### Signal wires on met3, run 1

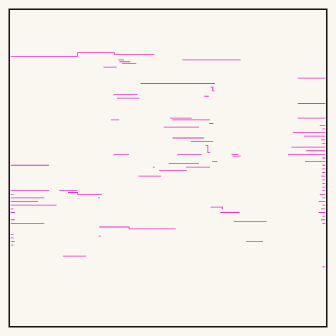
### I/O pins on the die edge, run 1

Pins as bars across the die edge, other pins in grey.
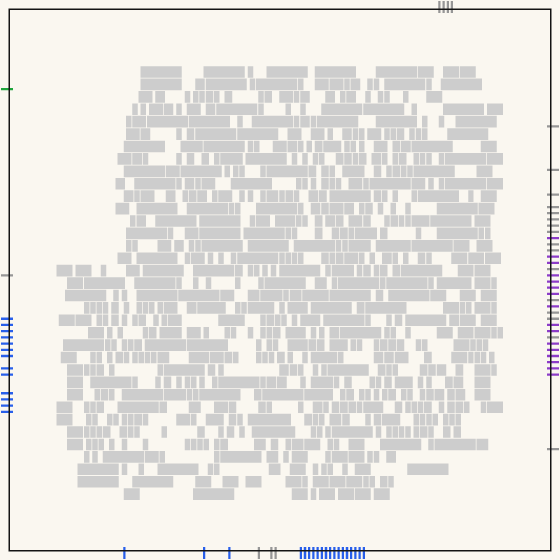
### Clock wires, drivers and flops, run 1

Bar = 20 µm.
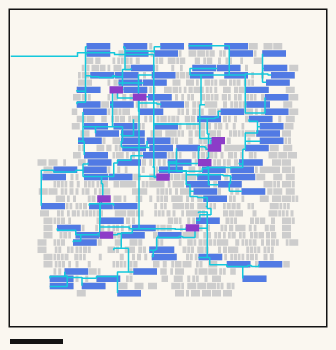
===== src/rtl/adc_control_pkg.sv =====
// Shared definitions for the ADC readout controller: command codes, register
// offsets, the ID word and the frame FSM state encoding.
package adc_control_pkg;

  localparam logic [15:0] ADC_CMD_SAMPLE = 16'd1;
  localparam logic [15:0] ADC_ID         = 16'h0ADC;

  localparam logic [7:0] OFF_ID      = 8'd9;
  localparam logic [7:0] OFF_STATUS  = 8'd10;
  localparam logic [7:0] OFF_RESULT  = 8'd11;
  localparam logic [7:0] OFF_COUNT   = 8'd12;
  localparam logic [7:0] OFF_OVERRUN = 8'd13;

  typedef enum logic [1:0] {
    ST_IDLE  = 2'd0,
    ST_SETUP = 2'd1,
    ST_SHIFT = 2'd2,
    ST_HOLD  = 2'd3
  } adc_state_e;

endpackage


===== src/rtl/adc_spi_shifter.sv =====
// SPI frame engine for the ADC: sclk divider, bit counter, control-word
// shift-out and result shift-in. One frame is SETUP (CLK_DIV cycles),
// 16 bit periods of 2*CLK_DIV cycles, then HOLD (2*CLK_DIV quiet cycles).
// done pulses for the single cycle whose clock edge enters HOLD, so the
// parent can latch data_in on that same edge.
module adc_spi_shifter
  import adc_control_pkg::*;
#(
  parameter int CLK_DIV = 2
) (
  input  logic        ebi_clk,
  input  logic        reset_n,
  input  logic        start,
  input  logic [15:0] cw,
  output logic        done,
  output logic        busy,
  output logic [15:0] data_in,
  output logic        adc_sclk,
  output logic        adc_ncs,
  output logic        adc_dout,
  input  logic        adc_din
);

  localparam logic [8:0] HALF_LAST = 9'(CLK_DIV - 1);
  localparam logic [8:0] HOLD_LAST = 9'(2 * CLK_DIV - 1);

  adc_state_e  state;
  logic [8:0]  div_cnt;
  logic [3:0]  bit_idx;
  logic [15:0] shift_out;
  logic [15:0] shift_in;

  assign busy    = (state != ST_IDLE);
  assign data_in = shift_in;
  assign done    = (state == ST_SHIFT) && adc_sclk && (div_cnt == 9'd0) && (bit_idx == 4'd0);

  // Frame FSM with registered SPI pins; every phase counts div_cnt down to 0.
  // NOTE: all state here uses non-blocking assignments so every register
  // samples pre-edge values, regardless of statement order in the block.
  always_ff @(posedge ebi_clk or negedge reset_n) begin
    if (!reset_n) begin
      state     <= ST_IDLE;
      div_cnt   <= '0;
      bit_idx   <= '0;
      shift_out <= '0;
      shift_in  <= '0;
      adc_sclk  <= 1'b1;
      adc_ncs   <= 1'b1;
      adc_dout  <= 1'b0;
    end else begin
      case (state)
        ST_IDLE: begin
          if (start) begin
            state     <= ST_SETUP;
            div_cnt   <= HALF_LAST;
            bit_idx   <= 4'd15;
            shift_out <= cw;
            shift_in  <= '0;
            adc_ncs   <= 1'b0;
            adc_dout  <= cw[15];
          end
        end
        ST_SETUP: begin
          if (div_cnt == 9'd0) begin
            state    <= ST_SHIFT;
            adc_sclk <= 1'b0;
            div_cnt  <= HALF_LAST;
          end else begin
            div_cnt <= div_cnt - 9'd1;
          end
        end
        ST_SHIFT: begin
          if (div_cnt != 9'd0) begin
            div_cnt <= div_cnt - 9'd1;
          end else if (!adc_sclk) begin
            // End of low phase: rising sclk, capture the ADC's bit.
            adc_sclk <= 1'b1;
            shift_in <= {shift_in[14:0], adc_din};
            div_cnt  <= HALF_LAST;
          end else if (bit_idx == 4'd0) begin
            state    <= ST_HOLD;
            adc_ncs  <= 1'b1;
            adc_dout <= 1'b0;
            div_cnt  <= HOLD_LAST;
          end else begin
            // End of high phase: falling sclk, present the next control bit.
            adc_sclk  <= 1'b0;
            bit_idx   <= bit_idx - 4'd1;
            shift_out <= {shift_out[14:0], 1'b0};
            adc_dout  <= shift_out[14];
            div_cnt   <= HALF_LAST;
          end
        end
        ST_HOLD: begin
          if (div_cnt == 9'd0) begin
            state <= ST_IDLE;
          end else begin
            div_cnt <= div_cnt - 9'd1;
          end
        end
        default: state <= ST_IDLE;
      endcase
    end
  end

endmodule


===== src/rtl/adc_control.sv =====
// ADC readout controller on the EBI command bus. A SAMPLE write launches one
// SPI frame; the captured result, a valid flag and a frame counter are read
// back through registered out_data. Optional build macro ADC_OVERRUN_CNT_EN
// adds a saturating counter of SAMPLE writes dropped while busy (offset 13).
module adc_control
  import adc_control_pkg::*;
#(
  parameter int POSITION = 241,
  parameter int CLK_DIV  = 2
) (
  input  logic        ebi_clk,
  input  logic        reset_n,
  input  logic        cmd_bus_enable,
  input  logic        re,
  input  logic        cmd_bus_wr,
  input  logic [15:0] cmd_bus_addr,
  input  logic [31:0] cmd_bus_data,
  output logic [15:0] out_data,
  output logic        adc_sclk,
  output logic        adc_ncs,
  output logic        adc_dout,
  input  logic        adc_din
);

  logic        cs;
  logic        sample_wr;
  logic        accept;
  logic        rd;
  logic        busy;
  logic        done;
  logic [15:0] shifter_data;
  logic [15:0] result;
  logic        valid;
  logic [15:0] sample_cnt;
  logic [15:0] rd_data;

  assign cs        = cmd_bus_enable && (cmd_bus_addr[15:8] == 8'(POSITION));
  assign sample_wr = cs && cmd_bus_wr && (cmd_bus_data[31:16] == ADC_CMD_SAMPLE);
  assign accept    = sample_wr && !busy;
  assign rd        = cs && re;

  adc_spi_shifter #(.CLK_DIV(CLK_DIV)) u_shifter (
    .ebi_clk  (ebi_clk),
    .reset_n  (reset_n),
    .start    (accept),
    .cw       (cmd_bus_data[15:0]),
    .done     (done),
    .busy     (busy),
    .data_in  (shifter_data),
    .adc_sclk (adc_sclk),
    .adc_ncs  (adc_ncs),
    .adc_dout (adc_dout),
    .adc_din  (adc_din)
  );

`ifdef ADC_OVERRUN_CNT_EN
  logic [7:0] overrun_cnt;
  logic       overrun_inc;
  logic       overrun_clr;

  assign overrun_inc = sample_wr && busy;
  assign overrun_clr = rd && (cmd_bus_addr[7:0] == OFF_OVERRUN);

  // Saturating overrun counter; a clear coinciding with an increment leaves 1.
  always_ff @(posedge ebi_clk or negedge reset_n) begin
    if (!reset_n) begin
      overrun_cnt <= '0;
    end else if (overrun_clr) begin
      overrun_cnt <= overrun_inc ? 8'd1 : 8'd0;
    end else if (overrun_inc && (overrun_cnt != 8'hFF)) begin
      overrun_cnt <= overrun_cnt + 8'd1;
    end
  end
`endif

  // Result capture, valid flag (set beats clear) and wrapping frame counter.
  // NOTE: every register, including the result holding register, is cleared
  // by reset so an aborted frame can never leave stale data readable.
  always_ff @(posedge ebi_clk or negedge reset_n) begin
    if (!reset_n) begin
      result     <= '0;
      valid      <= 1'b0;
      sample_cnt <= '0;
    end else begin
      if (done) begin
        result     <= shifter_data;
        valid      <= 1'b1;
        sample_cnt <= sample_cnt + 16'd1;
      end else if (rd && (cmd_bus_addr[7:0] == OFF_RESULT)) begin
        valid <= 1'b0;
      end
    end
  end

  // Read-data mux by register offset.
  // NOTE: rd_data gets a default before the case so no latch is inferred.
  always_comb begin
    rd_data = '0;
    case (cmd_bus_addr[7:0])
      OFF_ID:     rd_data = ADC_ID;
      OFF_STATUS: rd_data = {14'b0, valid, busy};
      OFF_RESULT: rd_data = result;
      OFF_COUNT:  rd_data = sample_cnt;
`ifdef ADC_OVERRUN_CNT_EN
      OFF_OVERRUN: rd_data = {8'b0, overrun_cnt};
`endif
      default:    rd_data = '0;
    endcase
  end

  // Registered read port; zero whenever no read is addressed to this block.
  always_ff @(posedge ebi_clk or negedge reset_n) begin
    if (!reset_n) begin
      out_data <= '0;
    end else begin
      out_data <= rd ? rd_data : 16'h0000;
    end
  end

endmodule


===== config.mk =====
export PLATFORM = sky130hd
export DESIGN_NAME = adc_control
export DESIGN_NICKNAME = d
export VERILOG_FILES = /design/src/rtl/adc_control_pkg.sv /design/src/rtl/adc_spi_shifter.sv /design/src/rtl/adc_control.sv
export SDC_FILE = /design/constraint.sdc
export NUM_CORES = 1
export LEC_CHECK = 0
export ABC_AREA = 1
export CAP_MARGIN = 0
export CORE_MARGIN = 10
export CORE_UTILIZATION = 55
export CTS_CLUSTER_DIAMETER = 30
export DETAILED_ROUTE_END_ITERATION = 10
export HOLD_SLACK_MARGIN = 0.06
export PLACE_DENSITY = 0.8
export SLEW_MARGIN = 20
export SYNTH_ARGS = -nofsm -noshare
export SYNTH_HDL_FRONTEND = slang
export SYNTH_SLANG_ARGS = --single-unit

===== constraint.sdc =====
create_clock -name ebi_clk -period 3.5 [get_ports ebi_clk]
set_input_delay 0.7 -clock ebi_clk [delete_from_list [all_inputs] [get_ports ebi_clk]]
set_output_delay 0.7 -clock ebi_clk [all_outputs]
set_load 0.1 [all_outputs]

==> Table 3: Implementation characteristics, run 1 <==
Physical implementation characteristics

Parameter                              Value

Logic synthesis
  Sequential area share after synthesis .................. around 46%
  MUX share of area .................. 0%
  Post-synth top area share .................. 45.20%
  Dominant combinational family .................. simple AND/OR/NAND/NOR gates
  Total nets after synthesis .................. between 700 and 800
  Synthesized netlist cell count .................. approximately 680
  Post-synth tally of flip-flops with integrated enable .................. 0
  Post-synth ARST share .................. 100.0%
  Xor-xnor portion of the synthesized cell area .................. 2.637%
  And+or+nand+nor area frac .................. about a third
  Cell count in the Yosys report .................. approximately 680
  Post-synth top area cell .................. dfrtp_1
  Most frequent cells after synthesis .................. 223 x nand2_1, 96 x dfrtp_1, 65 x inv_1, 61 x nand3_1, 57 x nor2_1
  Primary FF master, synth .................. dfrtp_1
  Post-synthesis cell type with the largest instance count .................. nand2_1
  Post-Synthesis Mean Instance Area .................. 7.874 µm²
  Count of different cell masters after synthesis .................. 36
  Synth Register Bits .................. slightly below 100
  Share of synthesized cell area in full adder, half adder and majority cells .................. under 10%
  Largest cells by area .................. dfrtp_1 45%, nand2_1 16%, nand3_1 5.7%
  Chip area line of the yosys report .................. 5315 µm²
  Cell area after synthesis .................. 5315 µm²
  Area fraction in compound gates .................. under 10%
  Warning count from the yosys run .................. 0

Run
  Count of maximum capacitance violations .................. 0
  Total tool warning count .................. 29

Clock tree
  Number of clock sinks .................. approximately 100
  Total CTS buffers .................. 9
  Number of buffers on the longest clock path .................. 2
  H-Tree Depth .................. 3
  Root buffer cell .................. clkbuf_8
  Number of instances resized during post-cts repair .................. 0
  CTS clock-pin slew for the worst setup and hold paths .................. about 0.1 ns
  Hold Buf Count CTS .................. 0
  Post-CTS setup buffer count .................. 0
  CTS tree .................. done

Final timing
  Relative slew slack .................. 32.78%
  Number of endpoints with negative hold slack in the final report .................. 0
  Max Clk Rate .................. 382.3 MHz
  Pins over their slew limit .................. 0
  Total negative setup slack .................. 0 ns
  Setup skew after layout .................. ~0.019 ns
  Least-Margin Pin Slew .................. roughly 1.0 ns
  Post-route fraction of the period consumed by the critical path .................. about three quarters
  RSZ-0062 raised after global routing .................. false
  Setup-violating endpoint count in the final report .................. 0
  Minimum clock period .................. 2.616 ns

Floorplan
  Core ar. .................. between 9000 and 10,000 µm²
  Number of primary I/O pins .................. ~73
  # Taps .................. ~130
  Total die area .................. about 14,000 µm²
  Site Rows .................. 35
  Width of the die .................. between 100 and 150 µm
  FP Util .................. 56.98%

Detailed routing
  Avg WL per Cell .................. ~14 µm
  Final ANT Viol Nets .................. 0
  Average vias per placed instance .................. between 5 and 6
  Router iterations before antenna repair .................. 5
  DRC errors left .................. 0
  Initial drt markers .................. approximately 340

Final layout
  Area occupied by registers .................. 2455 µm²
  ClkCell Share .................. approximately 3.2%
  Layout area overhead .................. 17.84%
  Filler Cell Count .................. approximately 780
  Register share of the cell area .................. between 30% and 40%
  Most common cell after layout, fill and taps aside .................. nand2_1
  Number of clock buffer instances in the layout .................. 10
  Total Nets Final .................. approximately 800
  Non-clock buffering overhead in the final layout .................. 12.23%
  Core Util, Final .................. 67.15%
  Comb/total area .................. 38.55%
  Area occupied by multi-input gates .................. 2415 µm²
  Antenna diodes .................. 0
  Top cells excl fill/tap .................. 223 x nand2_1, 96 x dfrtp_1, 69 x clkdlybuf4s50_1
  Cell class ranked first by area .................. flip-flops and latches
  Layout sequential cell count .................. ~98
  Multi-input combinational gate total .................. about 480
  Inverter count of the layout excluding clock inverters .................. a little over 70
  Non-CTS buffers .................. a little under 80
  Fraction of layout instances using a drive strength above 1 .................. around 11%

Pwr
  Leakage component of the power .................. 2.981 nW
  PD cells .................. around 310 nW/µm²
  Largest vdd supply drop .................. roughly 0.00027 V

Worst setup path
  Type of the setup path with the least slack .................. reg2reg
  Crit-path cells .................. inv_1, ha_1, nand2_2, nor2_4, nand3_4, nand2_2, and3_1, nand2_4, nand2_1, o21ai_2
  Kind of launch point of the worst setup path .................. flop
  Critical-path top delay cell .................. and3_1
  CP peak stage delay .................. about 0.57 ns
  Req. time, crit path .................. around 3.8 ns
  Library cell appearing most often on the critical path .................. nand2_2
  Category of the worst setup path capture point .................. flop
  Arrival time of data at the critical path endpoint .................. 2.87 ns
  Max Fanout on Critical Path .................. 22

Placed design
  Sum of net half-perimeters after detailed placement .................. between 8000 and 9000 µm
  Final weighted congestion of routability-driven global placement .................. approximately 0.9

GRT
  Wire length of the first global-routing pass .................. about 21,000 µm
  Largest net degree at the start of global routing .................. between 50 and 60
  Via count of the first global-routing pass .................. approximately 4,500
  Antenna violations before repair .................. 0
  Residual overflow from global routing .................. 0
  GRT Util Overall .................. between 15 and 20%

Status
  Status .................. finished clean

Worst hold path
  Class of the most critical hold timing path .................. in2async
-- 'Signal wires on met3' (at the start) --
The layer holds 4.6% of the routed length. The wires run mostly horizontal. The longest straight run is 27.6 µm.
total routed wirelength: 12,020 µm
count of vias placed by the detailed router: 4,515
met3 Resource Use GR: 3.332%

-- 'I/O pins on the die edge' (at the start) --
Blue marks cmd_bus_data, pins 32, direction input, edge 19 bottom, 13 left. Green marks ebi_clk, pins 1, direction input, edge left. Purple marks cmd_bus_addr, pins 16, direction input, edge right.
tally of buffers added on design ports: 72
Die Height: 118.3 µm

-- 'Clock wires, drivers and flops' (at the start) --
Blue marks flip-flops, count 98. Cyan marks clock wires, length 1,130 µm. Purple marks cells driving clock nets, count 9.
There are 10 routed clock nets.
clock power share: 36.9%
Latency at later pin: 0.37 ns

[run 1: final timing paths]
check                           slack [ns]  cells past startpoint                    start                       to
worst min register to register        0.48                      2  u_shifter.shift_out[10]  u_shifter.shift_out[10]
worst max register to register        0.88                     10     u_shifter.div_cnt[0]     u_shifter.bit_idx[2]
worst max-delay path                  0.88                     10     u_shifter.div_cnt[0]     u_shifter.bit_idx[2]
worst min-delay path                  0.35                      1                  reset_n     u_shifter.div_cnt[7]
min in group ebi_clk                  0.48                      2  u_shifter.shift_out[10]  u_shifter.shift_out[10]
max in group asynchronous             2.33                      2                  reset_n       u_shifter.adc_sclk
[run 1: report_power, final]
part	internal, mW	leakage, nW	switching (mW)	total (mW)
registers	1.13	1.34	0.00000189	1.13
logic	0.0601	1.54	0.0454	0.106
clock network	0.294	0.101	0.429	0.723
[run 1: critical path, delay by kind of cell (launching register included)]
family | cells | cell delay [ns]
flops | 1 | 0.40
simple gates | 7 | 1.68
buf+inv | 1 | 0.12
compound gates | 1 | 0.06
fa+ha+maj | 1 | 0.25
[run 1: per-stage QoR]
stage / area [µm²] / setup WS (ns) / hold WS, ns / power [mW] / instances
3_3_place_gp: 6063 / 0.5876 / 0.4539 / 1.259 / 856
6_report: 6264 / 0.8842 / 0.3510 / 1.960 / 872
5_1_grt: 6264 / 0.6291 / 0.4084 / 2.037 / 872
4_1_cts: 6264 / 0.8842 / 0.3844 / 1.969 / 872
2_1_floorplan: 5315 / 1.614 / 0.4044 / 1.174 / 675
3_5_place_dp: 6063 / 0.4948 / 0.4588 / 1.261 / 856
[run 1: per-layer routing]
metal  wire length, µm  track usage (%)  up-vias
met5                 0                0        -
met2              5717            27.57      118
met3               550            3.332       12
met1              5624            24.11     2129
li1                  -                -     2256
met4               125            4.791        0
## Run 2: what changed since run 1
- CORE_UTILIZATION: 55 -> 50
- PLACE_DENSITY: 0.8 -> 0.77
- clock period: 3.5 -> 2.16 ns (I/O delays scaled with it)
### Cell density map, run 2

The die is cut into 12 by 12 equal tiles; white is low, dark blue is high, 0 to 100% covered.
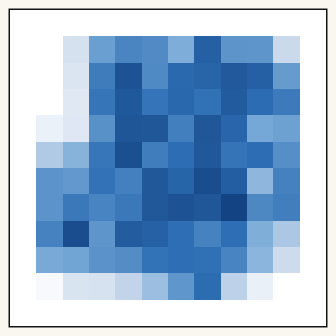
33% of the tiles are nearly empty. 22% of the tiles are over 75% full. The densest ninth of the die: middle. The emptiest ninth of the die: top left.
Core Util, Final: 62.22%
FP Util: 51.48%
Core ar.: 10,320 µm²

==> Table 3: Implementation characteristics, run 2 <==
Physical implementation characteristics

Parameter                              Value

Status
  Status .................. finished clean

Logic synthesis
  Synthesized netlist cell count .................. 675
  Count of different cell masters after synthesis .................. 36
  Cell count in the Yosys report .................. between 600 and 700
  Cell area after synthesis .................. 5315 µm²
  Post-synthesis cell type with the largest instance count .................. nand2_1
  Chip area line of the yosys report .................. ~5300 µm²
  Sequential area share after synthesis .................. between 40% and 50%
  Warning count from the yosys run .................. 0
  Most frequent cells after synthesis .................. 223 x nand2_1, 96 x dfrtp_1, 65 x inv_1, 61 x nand3_1, 57 x nor2_1
  Largest cells by area .................. dfrtp_1 45%, nand2_1 16%, nand3_1 5.7%
  Post-synth tally of flip-flops with integrated enable .................. 0
  Total nets after synthesis .................. approximately 740
  Primary FF master, synth .................. dfrtp_1
  Post-synth top area cell .................. dfrtp_1
  Post-synth top area share .................. 45.20%
  Post-synth ARST share .................. 100.0%
  Synth Register Bits .................. just under 100

Clock tree
  Number of buffers on the longest clock path .................. 2
  Total CTS buffers .................. 9
  CTS clock-pin slew for the worst setup and hold paths .................. around 0.1 ns
  Number of clock sinks .................. about 98
  Latency at later pin .................. 0.36 ns
  Post-CTS setup buffer count .................. 0
  Root buffer cell .................. clkbuf_8
  H-Tree Depth .................. 3
  CTS tree .................. done

Final layout
  Fraction of layout instances using a drive strength above 1 .................. 15.88%
  Top cells excl fill/tap .................. 223 x nand2_1, 96 x dfrtp_1, 65 x inv_1
  Layout area overhead .................. 20.86%
  Final instance area .................. about 6400 µm²
  Total Nets Final .................. a little over 800
  Final Instance Count excl. Fillers .................. between 800 and 900
  Most common cell after layout, fill and taps aside .................. nand2_1
  Antenna diodes .................. 0

Worst setup path
  Type of the setup path with the least slack .................. reg2reg
  Crit-path cells .................. inv_1, ha_2, nand2_2, nor2_4, nand3_4, nor2_1, nand2_1, buf_4, nor2_2, nand2_1, xor2_1
  Category of the worst setup path capture point .................. flop
  Worst setup path startpoint .................. u_shifter.div_cnt[0]
  Number of cell instances on the worst register-to-register path .................. 11
  Max Fanout on Critical Path .................. 9
  Critical-path top delay cell .................. dfrtp_1
  Buf+Inv Stages, Crit Path .................. 2
  Family of cells with the greatest summed delay on the critical path .................. simple AND/OR/NAND/NOR gates
  End of the worst register-to-register path .................. sample_cnt[6]
  Kind of launch point of the worst setup path .................. flop
  Arrival time of data at the critical path endpoint .................. ~2.2 ns
  CP peak stage delay .................. just under 0.4 ns
  Req. time, crit path .................. roughly 2.4 ns
  Startpoint of the lowest-slack register-to-register path .................. u_shifter.div_cnt[0]
  Worst R2R Setup Slack .................. about 0.19 ns

Worst hold path
  Worst Hold End .................. u_shifter.shift_out[11]
  Hold Path Depth .................. 2
  HP Start .................. u_shifter.shift_out[11]
  Class of the most critical hold timing path .................. reg2reg

Final timing
  Setup slack of the critical path after layout .................. between 0.15 and 0.2 ns
  Setup skew after layout .................. between 0.01 and 0.015 ns
  Pins over their slew limit .................. 0
  Minimum clock period .................. 1.971 ns
  Min Hold Slack .................. just under 0.5 ns
  Max Clk Rate .................. just over 500 MHz
  Number of endpoints with negative hold slack in the final report .................. 0
  Total negative setup slack .................. 0 ns
  Post-route fraction of the period consumed by the critical path .................. 91.25%
  Least-Margin Pin Slew .................. between 0.5 and 0.6 ns
  Setup-violating endpoint count in the final report .................. 0

Pwr
  Switching part of the total .................. 23.39%
  Register share of total power .................. between 50 and 60%
  Internal cell power .................. 2.439 mW
  Clock power share .................. between 30% and 40%
  Psw .................. roughly 740 µW
  PD cells .................. between 400 and 500 nW/µm²
  Combinational cell fraction of total power .................. 5.6%
  Leakage component of the power .................. 3.119 nW
  Largest vdd supply drop .................. slightly below 0.0003 V
  Total chip power .................. around 3.2 mW

Detailed routing
  Count of vias placed by the detailed router .................. 4,590
  Average vias per placed instance .................. ~5
  Final ANT Viol Nets .................. 0
  DRC errors left .................. 0
  Avg WL per Cell .................. ~14 µm
  Initial drt markers .................. about 340
  Router iterations before antenna repair .................. 5
  Total routed wirelength .................. 12,190 µm

Placed design
  Placement-stage worst setup slack .................. -0.007718 ns
  Sum of net half-perimeters after detailed placement .................. approximately 9100 µm
  Final weighted congestion of routability-driven global placement .................. about 0.9
  Dpl cells .................. roughly 900
  Tally of buffers added on design ports .................. 72
  Placed cell area .................. 6215 µm²

GRT
  Residual overflow from global routing .................. 0
  Antenna violations before repair .................. 0
  Met1 usage .................. a little over a fifth
  Largest net degree at the start of global routing .................. 37
  GRT Util Overall .................. 16.23%
  Met3 Resource Use GR .................. 2.780%
  Global-route layer with the greatest usage .................. met2
  Wire length of the first global-routing pass .................. ~20,000 µm
  Via count of the first global-routing pass .................. 4,530
  Met2 usage .................. 26.71%

Floorplan
  Number of primary I/O pins .................. ~73
  Width of the die .................. about 120 µm
  Site Rows .................. 37
  Die Height .................. between 100 and 150 µm
  Total die area .................. between 15,000 and 20,000 µm²

Run
  Total tool warning count .................. 29
### Placement view, run 2

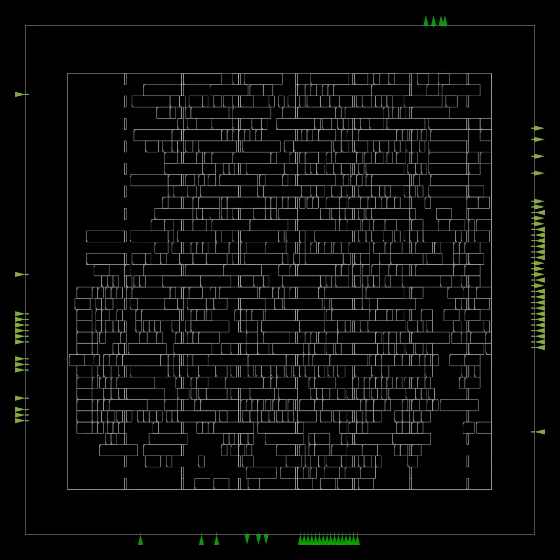
Filler Cell Count: 901
register share of the cell area: 38.22%

==> run 2: final cells by class <==
type	count	area, µm²
Timing Repair Buffer	98	918.4
Fill cell	901	3900
Sequential cell	98	2455
Tap cell	136	170.2
Clock buffer	11	151.4
Inverter	71	266.5
Clock inverter	5	45.04
Multi-Input combinational cell	479	2417
==> run 2: per-layer routing <==
metal	routed length, µm	share of wire, %
met1	5519	45
met2	5660	46
met3	828	6.8
met4	179	1.5
met5	0	0
==> run 2: cell families (layout without fill, tap and decap cells) <==
kind of cell | Yosys count | in the layout | share of synthesized area [%]
flops | 98 | 98 | 46.19
xor+xnor | 16 | 16 | 2.637
simple gates | 390 | 390 | 32.58
buf+inv | 98 | 185 | 8.380
fa+ha+maj | 7 | 7 | 1.648
compound gates | 66 | 66 | 8.569
==> run 2: repair_timing <==
action | in CTS | in global routing
hold buffers | 1 | 0
endpoints found under the hold margin | 32 | 0
gates resized | 0 | 1
setup endpoints to repair | 0 | 3
==> run 2: worst max path at each step <==
stage | to | cells after the start
floorplan | sample_cnt[6] | 7
global placement | u_shifter.bit_idx[3] | 9
detailed placement | u_shifter.shift_out[5] | 9
CTS | sample_cnt[6] | 11
global route | sample_cnt[6] | 11
finish | sample_cnt[6] | 11
==> run 2: power by group through the flow <==
stage / registers, mW / logic [mW] / clock network (mW)
finish: 1.83 / 0.180 / 1.17
global route: 1.83 / 0.199 / 1.26
CTS: 1.83 / 0.184 / 1.19
detailed placement: 1.87 / 0.182 / 0
global placement: 1.87 / 0.177 / 0
floorplan: 1.87 / 0.0323 / 0
No activity file was given, so power comes from the tool's default toggle rates.
